`src/rtl/pipe_spawner.sv`:
```
// Pipe obstacle generator: 4-slot circular buffer of pipes, spawned/scrolled/retired on frame ticks.
// Slots, count, full and pass_pulse update one cycle after the tick edge; read port is combinational; tick is never stalled.
module pipe_spawner #(
  parameter int SCREEN_W = 640,
  parameter int SPEED    = 2,
  parameter int SPACING  = 90,
  parameter int GAP_MIN  = 80,
  parameter int PIPE_W   = 52,
  parameter int BIRD_X   = 160
) (
  input  logic       clk,
  input  logic       rst,
  input  logic       tick,
  input  logic       run,
  input  logic       clear,
  input  logic [6:0] rand_in,
  input  logic [1:0] rd_idx,
  output logic       rd_valid,
  output logic [9:0] rd_x,
  output logic [8:0] rd_gap,
  output logic       pass_pulse,
  output logic [2:0] count,
  output logic       full
);
  localparam int CW = (SPACING > 1) ? $clog2(SPACING) : 1;

  if (GAP_MIN + 127 > 511) begin : g_gap_check
    $error("GAP_MIN + 127 does not fit in the 9-bit gap field");
  end

  typedef enum logic [1:0] {IDLE, RUN, FROZEN} state_t;

  state_t        state_q, state_d;
  logic [3:0]    valid_q, valid_d;
  logic [9:0]    x_q   [4];
  logic [9:0]    x_d   [4];
  logic [8:0]    gap_q [4];
  logic [8:0]    gap_d [4];
  logic [1:0]    wr_ptr_q, wr_ptr_d;
  logic [CW-1:0] spawn_cnt_q, spawn_cnt_d;
  logic          pass_d;
  logic          step;
  logic          load_cnt;

  always_ff @(posedge clk) begin
    if (rst) state_q <= IDLE;
    else     state_q <= state_d;
  end

  always_comb begin
    state_d = state_q;
    if (clear) begin
      state_d = IDLE;
    end else begin
      case (state_q)
        IDLE:    if (run)  state_d = RUN;
        RUN:     if (!run) state_d = FROZEN;
        FROZEN:  if (run)  state_d = RUN;
        default: state_d = IDLE;
      endcase
    end
  end

  // A tick only acts when RUN is the current state; a same-edge run drop still honours it.
  always_comb begin
    step     = (state_q == RUN) && tick && !clear;
    load_cnt = (state_q == IDLE) && (state_d == RUN);
  end

  always_comb begin
    valid_d     = valid_q;
    x_d         = x_q;
    gap_d       = gap_q;
    wr_ptr_d    = wr_ptr_q;
    spawn_cnt_d = spawn_cnt_q;
    pass_d      = 1'b0;
    if (clear) begin
      valid_d     = '0;
      wr_ptr_d    = '0;
      spawn_cnt_d = '0;
    end else if (step) begin
      for (int i = 0; i < 4; i++) begin
        if (valid_q[i]) begin
          if ({1'b0, x_q[i]} < 11'(SPEED)) begin
            valid_d[i] = 1'b0;
          end else begin
            x_d[i] = x_q[i] - 10'(SPEED);
            if ((({1'b0, x_q[i]} + 11'(PIPE_W)) > 11'(BIRD_X)) &&
                (({1'b0, x_d[i]} + 11'(PIPE_W)) <= 11'(BIRD_X)))
              pass_d = 1'b1;
          end
        end
      end
      // Retirement above is already folded into valid_d, so a retiring slot counts as free.
      if (spawn_cnt_q == '0) begin
        spawn_cnt_d = CW'(SPACING - 1);
        if (!valid_d[wr_ptr_q]) begin
          valid_d[wr_ptr_q] = 1'b1;
          x_d[wr_ptr_q]     = 10'(SCREEN_W);
          gap_d[wr_ptr_q]   = 9'(GAP_MIN) + {2'b00, rand_in};
          wr_ptr_d          = wr_ptr_q + 2'd1;
        end
      end else begin
        spawn_cnt_d = spawn_cnt_q - CW'(1);
      end
    end else if (load_cnt) begin
      spawn_cnt_d = '0;
    end
  end

  always_ff @(posedge clk) begin
    if (rst) begin
      valid_q     <= '0;
      wr_ptr_q    <= '0;
      spawn_cnt_q <= '0;
      pass_pulse  <= 1'b0;
      count       <= '0;
      full        <= 1'b0;
      for (int i = 0; i < 4; i++) begin
        x_q[i]   <= '0;
        gap_q[i] <= '0;
      end
    end else begin
      valid_q     <= valid_d;
      x_q         <= x_d;
      gap_q       <= gap_d;
      wr_ptr_q    <= wr_ptr_d;
      spawn_cnt_q <= spawn_cnt_d;
      pass_pulse  <= pass_d;
      count       <= 3'($countones(valid_d));
      full        <= &valid_d;
    end
  end

  assign rd_valid = valid_q[rd_idx];
  assign rd_x     = x_q[rd_idx];
  assign rd_gap   = gap_q[rd_idx];

endmodule

```
`config.mk`:
```
export PLATFORM = sky130hd
export DESIGN_NAME = pipe_spawner
export DESIGN_NICKNAME = d
export VERILOG_FILES = /design/src/rtl/pipe_spawner.sv
export SDC_FILE = /design/constraint.sdc
export NUM_CORES = 1
export LEC_CHECK = 0
export ABC_AREA = 1
export ABC_CLOCK_PERIOD_IN_PS = 2600
export CELL_PAD_IN_SITES_DETAIL_PLACEMENT = 0
export CELL_PAD_IN_SITES_GLOBAL_PLACEMENT = 2
export CORE_ASPECT_RATIO = 1.4
export CORE_MARGIN = 2
export CORE_UTILIZATION = 25
export DETAILED_ROUTE_END_ITERATION = 6
export PLACE_DENSITY = 0.69
export REMOVE_ABC_BUFFERS = 1
export SKIP_CTS_REPAIR_TIMING = 1
export SLEW_MARGIN = 40
export SYNTH_ARGS = -nofsm -noshare
export SYNTH_HDL_FRONTEND = slang
export SYNTH_SLANG_ARGS = --single-unit
```
`constraint.sdc`:
```
create_clock -name clk -period 2.6 [get_ports clk]
set_input_delay 0.78 -clock clk [delete_from_list [all_inputs] [get_ports clk]]
set_output_delay 0.78 -clock clk [all_outputs]
set_load 0.05 [all_outputs]
```
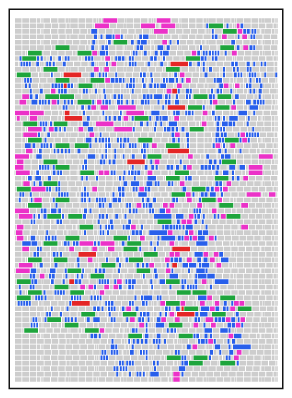
(cells coloured by class)
Scale: 2 px per um. Fill, decap, tap and diode cells in grey.
Green stands for flip-flops, cells 92. Blue stands for all other logic, cells 895. Red stands for clock drivers and dummy loads, cells 16. Magenta stands for other buffers and delay cells, cells 169.
Layout Cell Area excl Fill: 0.00849 mm^2
area of the core: 0.0240 mm^2
register fraction of the total cell area: 21.7%
floorplan row count: 67

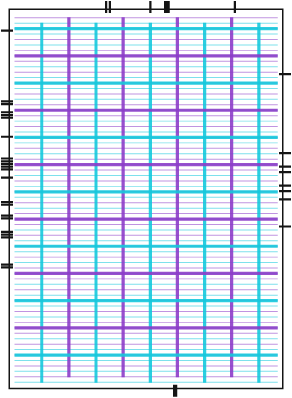
(power grid)
Scale: 2 px per um. Pins as bars on the die edge.
Cyan stands for VSS. Purple stands for VDD.
39 signal pins sit on the boundary. 9 straps on met4. 13 straps on met5.
width of the chip: 136 um
worst voltage drop across the vdd grid: 0.259 mV
overall die height: 189 um

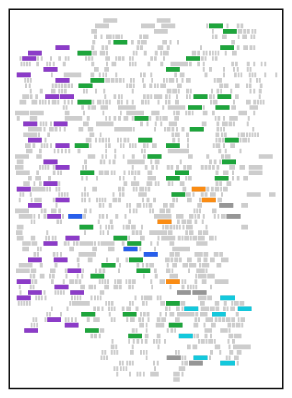
(register map, names as in the netlist)
Scale: 2 px per um. Other sequential cells in the stronger grey, the rest of the logic in the fainter grey.
Purple stands for gap_q, placed flops 32, where a column on the left. Blue stands for count, placed flops 3. Orange stands for valid_q, placed flops 4. Green stands for x_q, placed flops 40. Cyan stands for spawn_cnt_q, placed flops 7, where lower right.
Another 6 sequential cells are not coloured.

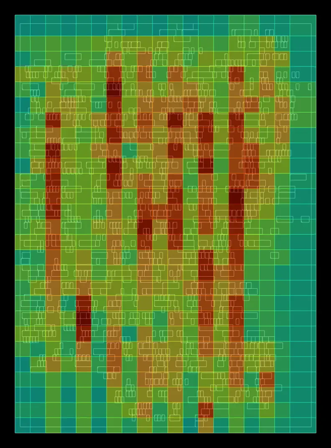
(routing congestion map)
Final Core Density: 35.4%
global routing usage on met1: 21.5%
met3 Use GR: 2.37%

==> flow_summary_export.csv <==
group,metric,value,unit
cells_and_area,design.seq.count,92,
cells_and_area,largest_registers,"x_q x40, gap_q x32, spawn_cnt_q x7",
global_routing,top_usage_layer,"met2",
cells_and_area,n_clock_buffer,10,
cells_and_area,largest_register_by_flop_count,"x_q",
place,detailed_place_hpwl,17100,um
critical_path,timing.rr.start,"spawn_cnt_q[1]$_SDFFE_PP0P_",
logic_synthesis,post_synth_num_cell_types,39,
critical_path,timing.critical_path.max_delay_family,"adder cells",
logic_synthesis,yosysCellCount,1019,
clock_tree,numClockSinks,92,
critical_path,cpPeakStageDelay,0.52,ns
route,topRoutingLayerUsed,"met4",
power,top_power_group,"sequential cells",
logic_synthesis,muxShareOfSynthArea,0.349,%
hold_path,worstHoldEndpoint,"spawn_cnt_q[4]$_SDFFE_PP0P_",
clock_tree,clock_latency_on_the_worst_skew_pair,0.36,ns
sta,timing.hold.ws,0.462,ns
critical_path,timing.setup.critical_path_class,"register to register",
logic_synthesis,xor_area_share,1.15,%
logic_synthesis,synth_dominant_cell_count,"sky130_fd_sc_hd__nand2_1",
power,share_of_total_power_in_the_clock_network,41.9,%
run_status,run_status,"finished, violations left",
critical_path,timing.critical_path.from,"spawn_cnt_q[1]$_SDFFE_PP0P_",
global_routing,globalRoute.totalOverflow,0,
route,route.detailed.drc,0,
logic_synthesis,synth-main-ff-cell,"sky130_fd_sc_hd__dfxtp_1",
sta,timing.final.ws_setup,-0.137,ns
job,maxCapViolCount,0,
run_status,violated_checks,"setup timing",
cells_and_area,n_all_buffers,169,
power,power.share.sequential,43.4,%
sta,fin_tns_setup,-0.198,ns
hold_path,min_path_cells,2,
global_routing,antenna_found_initial,0,
logic_synthesis,synthDominantAreaCellType,"sky130_fd_sc_hd__dfxtp_1",
critical_path,setup.worst_path.end,"count[1]$_SDFF_PP0_",
sta,slew_violations,0,
power,p_leak,0.00404,uW
logic_synthesis,yosysWarnings,0,
clock_tree,tritoncts,"built",
power,internal-power,2360,uW
critical_path,critical_path_depth,18,
route,drt_first_iter_violations,355,
power,power_clock,1370,uW
route,route.layer.met1.wl,10400,um
cells_and_area,areaGrowthSynthToFinish,39.2,%
logic_synthesis,ys_sh_adder,4.63,%
cells_and_area,diodes,0,
floorplanning,tap_cells,310,
logic_synthesis,synth-seq-area-share,30.2,%
route,detailedRoute.firstPassIterationCount,5,
logic_synthesis,ys_top_cells_by_count,"sky130_fd_sc_hd__nand2_1, sky130_fd_sc_hd__nor2_1, sky130_fd_sc_hd__inv_1",
clock_tree,cts-htree-levels,3,
floorplanning,chipArea,0.0257,mm^2
logic_synthesis,synthArstFlopShare,0,%
route,met3_length,597,um
critical_path,critical_path_peak_fanout,4,
critical_path,cp.required,2.84,ns
hold_path,hp-class,"register to register",
global_routing,wire_length_of_the_first_global_routing_pass,35200,um
place,detailedPlace.worstSlack,-0.450,ns
route,vias,6776,
sta,worstMarginPinSlew,0.609,ns
sta,clock-skew-final,0.0101,ns
clock_tree,clk_root_buffer_cell,"sky130_fd_sc_hd__clkbuf_16",
global_routing,grt_pass1_vias,6674,
clock_tree,clk_path_buf_depth,2,
sta,setup_repair_after_global_routing_missed_its_margin,"true",
global_routing,all_layer_global_routing_usage,17.8,%
cells_and_area,layout.cells.most_common,"sky130_fd_sc_hd__nand2_1",
cells_and_area,buf_share,19.8,%
critical_path,cpMostUsedCell,"sky130_fd_sc_hd__inv_2",
hold_path,hp-start,"spawn_cnt_q[4]$_SDFFE_PP0P_",
power,power.density_cell_area,386,mW/mm^2
sta,max-slew-margin-rel,59.2,%
logic_synthesis,syn_area,0.00610,mm^2
route,avgRoutedWirePerCell,15.8,um
sta,timing.final.setup_violations,3,
job,tool_warnings,34,
logic_synthesis,ys_ff,92,
Power and IR drop assume default switching activity.
